==> src/rtl/irq_ctrl_if.sv <==
// irq_ctrl_if: interrupt source, configuration and request signals between
// the interrupt controller and the coprocessor side.
interface irq_ctrl_if;
    logic [7:0] irq_raw;
    logic       cfg_we;
    logic [7:0] cfg_enable;
    logic [7:0] cfg_edge;
    logic       sw_clr_we;
    logic [7:0] sw_clr_mask;
    logic       int_ack;
    logic [7:0] hardware_interrupt;
    logic [7:0] pending;
    logic [7:0] overrun;
    logic [7:0] enable;
    logic [7:0] edge_mode;
    logic       irq_any;
    logic [2:0] top_num;

    modport master (
        output irq_raw, cfg_we, cfg_enable, cfg_edge, sw_clr_we, sw_clr_mask, int_ack,
        input  hardware_interrupt, pending, overrun, enable, edge_mode, irq_any, top_num
    );

    modport slave (
        input  irq_raw, cfg_we, cfg_enable, cfg_edge, sw_clr_we, sw_clr_mask, int_ack,
        output hardware_interrupt, pending, overrun, enable, edge_mode, irq_any, top_num
    );
endinterface

==> src/rtl/irq_ctrl.sv <==
// irq_ctrl: 8-source interrupt controller with input synchronizers, per-source
// edge/level modes, sticky overrun flags and fixed-priority request encoding.
module irq_ctrl #(
    parameter int         SYNC_STAGES = 2,
    parameter logic [7:0] RST_ENABLE  = 8'h00,
    parameter logic [7:0] RST_EDGE    = 8'hff
) (
    input logic       clk,
    input logic       clr,
    irq_ctrl_if.slave bus
);
    logic [SYNC_STAGES-1:0][7:0] r_sync;
    logic [7:0] r_prev, r_pending, r_overrun, r_enable, r_edge;
    logic [7:0] w_sync, w_rise, w_set, w_sw, w_ack, w_cut, w_chg, w_hw, w_pend_nx, w_ov_nx;
    logic [2:0] w_top;
    logic       w_any;

    assign w_sync = r_sync[SYNC_STAGES-1];
    assign w_rise = w_sync & ~r_prev;
    assign w_hw   = r_pending & r_enable;
    assign w_any  = |w_hw;
    assign w_set  = w_rise & r_enable & r_edge;
    assign w_sw   = bus.sw_clr_we ? bus.sw_clr_mask : 8'h00;
    assign w_ack  = (bus.int_ack && w_any) ? 8'h01 << w_top : 8'h00;
    assign w_cut  = w_sw | w_ack;
    assign w_chg  = bus.cfg_we ? (bus.cfg_edge ^ r_edge) : 8'h00;

    always_comb begin
        w_top = 3'd0;
        for (int i = 0; i < 8; i++) w_top = w_hw[i] ? 3'(i) : w_top;
    end

    // Edge bits latch until cleared (a new rise beats any clear); level bits follow the input.
    assign w_pend_nx = ((r_edge & (w_set | (r_pending & ~w_cut))) | (~r_edge & w_sync & r_enable)) & ~w_chg;
    assign w_ov_nx   = ((w_set & r_pending & ~w_cut) | (r_overrun & ~w_sw)) & ~w_chg;

    always_ff @(posedge clk or posedge clr) begin
        if (clr) begin
            r_sync    <= '0;
            r_prev    <= 8'h00;
            r_pending <= 8'h00;
            r_overrun <= 8'h00;
            r_enable  <= RST_ENABLE;
            r_edge    <= RST_EDGE;
        end else begin
            r_sync    <= {r_sync[SYNC_STAGES-2:0], bus.irq_raw};
            r_prev    <= w_sync;
            r_pending <= w_pend_nx;
            r_overrun <= w_ov_nx;
            if (bus.cfg_we) begin
                r_enable <= bus.cfg_enable;
                r_edge   <= bus.cfg_edge;
            end
        end
    end

    assign bus.hardware_interrupt = w_hw;
    assign bus.pending            = r_pending;
    assign bus.overrun            = r_overrun;
    assign bus.enable             = r_enable;
    assign bus.edge_mode          = r_edge;
    assign bus.irq_any            = w_any;
    assign bus.top_num            = w_top;
endmodule
==> src/flat_wrapper.sv <==
// flat-port wrapper written by rule: the top's interface ports become plain ports
module irq_ctrl_flat 
#(
    parameter int         SYNC_STAGES = 2,
    parameter logic [7:0] RST_ENABLE  = 8'h00,
    parameter logic [7:0] RST_EDGE    = 8'hff
)
  (clk, clr, bus_irq_raw, bus_cfg_we, bus_cfg_enable, bus_cfg_edge, bus_sw_clr_we, bus_sw_clr_mask, bus_int_ack, bus_hardware_interrupt, bus_pending, bus_overrun, bus_enable, bus_edge_mode, bus_irq_any, bus_top_num);
  irq_ctrl_if bus_i ();
  input logic clk;
  input logic clr;
  input wire logic [$bits(bus_i.irq_raw)-1:0] bus_irq_raw;
  input wire logic [$bits(bus_i.cfg_we)-1:0] bus_cfg_we;
  input wire logic [$bits(bus_i.cfg_enable)-1:0] bus_cfg_enable;
  input wire logic [$bits(bus_i.cfg_edge)-1:0] bus_cfg_edge;
  input wire logic [$bits(bus_i.sw_clr_we)-1:0] bus_sw_clr_we;
  input wire logic [$bits(bus_i.sw_clr_mask)-1:0] bus_sw_clr_mask;
  input wire logic [$bits(bus_i.int_ack)-1:0] bus_int_ack;
  output wire logic [$bits(bus_i.hardware_interrupt)-1:0] bus_hardware_interrupt;
  output wire logic [$bits(bus_i.pending)-1:0] bus_pending;
  output wire logic [$bits(bus_i.overrun)-1:0] bus_overrun;
  output wire logic [$bits(bus_i.enable)-1:0] bus_enable;
  output wire logic [$bits(bus_i.edge_mode)-1:0] bus_edge_mode;
  output wire logic [$bits(bus_i.irq_any)-1:0] bus_irq_any;
  output wire logic [$bits(bus_i.top_num)-1:0] bus_top_num;
  assign bus_i.irq_raw = bus_irq_raw;
  assign bus_i.cfg_we = bus_cfg_we;
  assign bus_i.cfg_enable = bus_cfg_enable;
  assign bus_i.cfg_edge = bus_cfg_edge;
  assign bus_i.sw_clr_we = bus_sw_clr_we;
  assign bus_i.sw_clr_mask = bus_sw_clr_mask;
  assign bus_i.int_ack = bus_int_ack;
  assign bus_hardware_interrupt = bus_i.hardware_interrupt;
  assign bus_pending = bus_i.pending;
  assign bus_overrun = bus_i.overrun;
  assign bus_enable = bus_i.enable;
  assign bus_edge_mode = bus_i.edge_mode;
  assign bus_irq_any = bus_i.irq_any;
  assign bus_top_num = bus_i.top_num;
  irq_ctrl #(.SYNC_STAGES(SYNC_STAGES), .RST_ENABLE(RST_ENABLE), .RST_EDGE(RST_EDGE)) u_core (.clk(clk), .clr(clr), .bus(bus_i));
endmodule
==> config.mk <==
export PLATFORM = sky130hd
export DESIGN_NAME = irq_ctrl_flat
export DESIGN_NICKNAME = d
export VERILOG_FILES = /design/src/rtl/irq_ctrl_if.sv /design/src/rtl/irq_ctrl.sv /design/src/flat_wrapper.sv
export SDC_FILE = /design/constraint.sdc
export NUM_CORES = 1
export LEC_CHECK = 0
export ABC_AREA = 1
export ABC_CLOCK_PERIOD_IN_PS = 2750
export CORE_MARGIN = 5
export CORE_UTILIZATION = 48
export CTS_CLUSTER_DIAMETER = 150
export DETAILED_ROUTE_END_ITERATION = 8
export PLACE_DENSITY = 0.91
export RECOVER_POWER = 25
export SYNTH_ARGS = -nofsm -noshare
export SYNTH_HDL_FRONTEND = slang
export SYNTH_SLANG_ARGS = --single-unit
export TNS_END_PERCENT = 20
==> constraint.sdc <==
create_clock -name clk -period 2.75 [get_ports clk]
set_input_delay 0.55 -clock clk [delete_from_list [all_inputs] [get_ports clk]]
set_output_delay 0.55 -clock clk [all_outputs]
set_load 0.02 [all_outputs]
logic_types.png
The bar under the picture is 20 µm long.
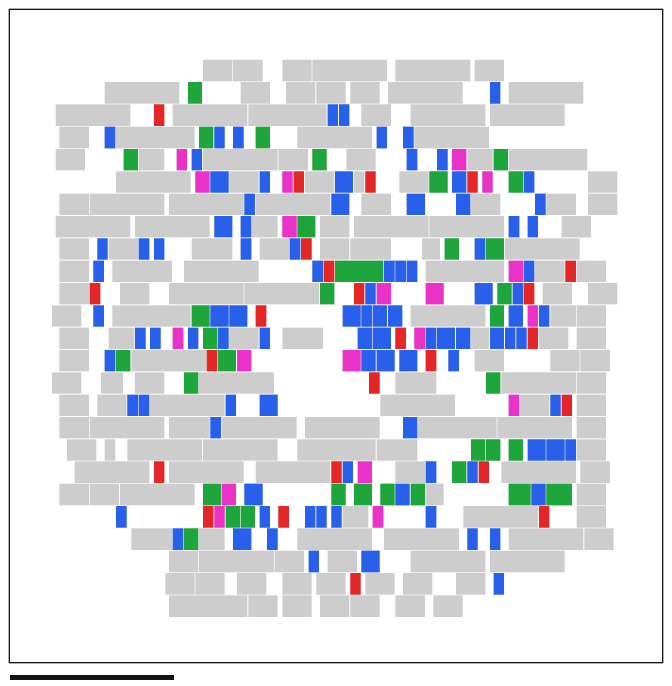
| colour | family | cells |
|---|---|---|
| green | inverting AOI/OAI gates | 35 |
| red | inverters | 24 |
| blue | NAND gates | 97 |
| magenta | NOR gates | 19 |
Finished Layout Cells: 386
Commonest Layout Cell: clkdlybuf4s50_1
fraction of area in multi-input gates: 24.11%

==> flow_summary.json <==
{
  "grt_pass1_wl_mm": 9.404,
  "worst_slack_ns": 0.2873,
  "clkTransAtPathRegs_ns": 0.10,
  "synth_area_um2": 2315,
  "critPathMaxStageDelay_ns": 0.55,
  "cts_made_buffers": 5,
  "synth.cellmix.adderShare_pct": 0,
  "finalWirelength_mm": 5.739,
  "end_kind": "primary output",
  "clockBufferDepth": 2,
  "critical_path_buf_inv_count": 1,
  "startpoint": "u_core.bus.enable[2]",
  "wire_per_inst_um": 14.87,
  "synthesis.nets": 283,
  "gr-total-overflow": 0,
  "cp_cell_sequence": "nand2_2, nand2_1, nor3_1, nand2_1, clkdlybuf4s50_1",
  "final_area_um2": 3296,
  "fin_util_pct": 70.24,
  "crit_path_frequent_cell": "nand2_1",
  "buffers": 83,
  "nets": 368,
  "clkSinkCount": 56,
  "synth.avg_cell_area_um2": 9.409,
  "inv_count": 24,
  "min_path_type": "register to register",
  "setup_tns_ns": 0,
  "top_cells_by_area": "dfrtp_1, nand2_1, dfstp_2",
  "p_leak_uw": 0.001491,
  "irDropWorstVdd_mv": 0.4051,
  "min_to": "u_core.w_sync[4]",
  "grt_util_all_layers_pct": 19.23,
  "largest_class": "sequential cells",
  "logic_area_um2": 794.5,
  "synth_flops": 56,
  "io_buffers": 80,
  "top_logic_kind": "simple AND/OR/NAND/NOR gates",
  "power_density_nw_per_um2": 548.6,
  "gp_congestion": 0.8530,
  "status": "finished, final reports clean",
  "r2r_end": "u_core.bus.pending[0]",
  "slew_violations": 0,
  "crit_fanout": 5,
  "yosys_cells": 246,
  "cts_setup_buffers": 0,
  "antenna_found_initial": 0,
  "warnings": 26,
  "grt_max_degree": 30,
  "reg2reg_from": "u_core.bus.enable[2]",
  "hold_depth": 0,
  "nFillCells": 357,
  "cts-root-buf": "clkbuf_8",
  "cts_tree": "built",
  "critical_path_cell_count": 5,
  "synth.area.mux_share_pct": 0,
  "cap_viol_max_count": 0,
  "cp.arrival_ns": 1.91,
  "fin_crit_ns": 2.463,
  "clockBufferCount": 8,
  "ant_nets": 0,
  "nMultiInputCombCells": 161,
  "worstHoldStart": "u_core.r_sync[4]",
  "fp-row-count": 25,
  "edf_count": 0,
  "hold_viol_final": 0,
  "flops": 56,
  "simple_gate_area_share_pct": 22.97,
  "grt_setup_unrepaired": "false",
  "area_growth_pct": 42.38,
  "power_uw": 1808,
  "finalCritPeriodShare_pct": 89.55,
  "largest_area_cell": "dfrtp_1",
  "r2r_slack_ns": 1.14,
  "switching_share_pct": 28.09,
  "async_reset_ff_share_pct": 100.0,
  "dr.pass1.iters": 4,
  "dieArea_um2": 6312,
  "common_cells": "nand2_1, dfrtp_1, inv_1",
  "fp.dieH_um": 79.45,
  "fp_util_pct": 49.33,
  "xor_share_pct": 2.649,
  "worstSetupStartpointType": "register",
  "chipWidth_um": 79.45,
  "cp_top_family": "simple AND/OR/NAND/NOR gates",
  "post-place-cells": 378,
  "yosys_area_um2": 2315,
  "drt_iter0_drc": 73,
  "grt_pass1_vias": 1999,
  "hpwl_mm": 4.530,
  "diodes": 0,
  "crit_type": "register to primary output",
  "dpl_cell_area_um2": 3199,
  "internal-power_uw": 1300,
  "layout-drive-gt1-share_pct": 9.337,
  "sh_seq_area_pct": 42.82,
  "clock.latency.late_pin_ns": 0.30,
  "core-area_um2": 4692,
  "fmax_mhz": 406.1,
  "ys_types": 20,
  "postSynthSeqShare_pct": 60.97,
  "h-tree-depth": 2,
  "synth_top_area_share_pct": 51.89,
  "buf_share_pct": 25.25,
  "reg2regPathDepth": 7
}
detail.png
The bar under the picture is 10 µm long. Window x 39 to 79, y 0 to 40 µm. Cells in grey, sequential cells in the stronger grey; small squares are vias.
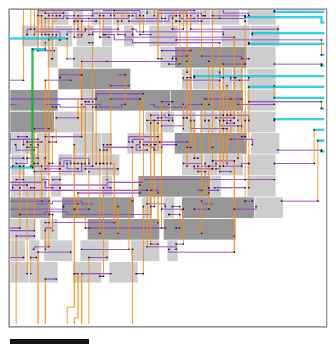
| colour | layer |
|---|---|
| cyan | metal 3 |
| orange | metal 2 |
| green | metal 4 |
| purple | metal 1 |
cells with their middle in the window: 95
sequential cells in the window: 13
netlist names of flops here include: u_core.bus.overrun (3), u_core.bus.edge_mode (2), u_core.bus.enable (2)
most frequent: clkdlybuf4s50_1 (23), nand2_1 (14), dfrtp_1 (11)

==> power by group through the flow <==
stage | Clock (µW) | Combinational, µW | Sequential (µW)
final | 475 | 400 | 933
after global placement | 0 | 399 | 944
after floorplan | 0 | 161 | 983
after detailed placement | 0 | 406 | 948
after CTS | 485 | 407 | 933
after global routing | 524 | 433 | 941
==> logic make-up (layout without fill, tap and decap cells) <==
group | after synthesis | after routing
AND/OR/NAND/NOR | 119 | 119
flip-flops | 56 | 56
AND-OR/OR-AND | 35 | 35
buffers and inverters | 29 | 115
XOR/XNOR | 7 | 7
==> metal layers <==
metal,vias up,global-route usage (%),routed length (µm)
li1,979,-,-
met1,962,23.78,2382
met2,69,32.97,2878
met3,8,5.530,405
met4,0,4.983,73
met5,-,0,0
Power figures rest on the tool's default switching activity, not on a simulated workload.
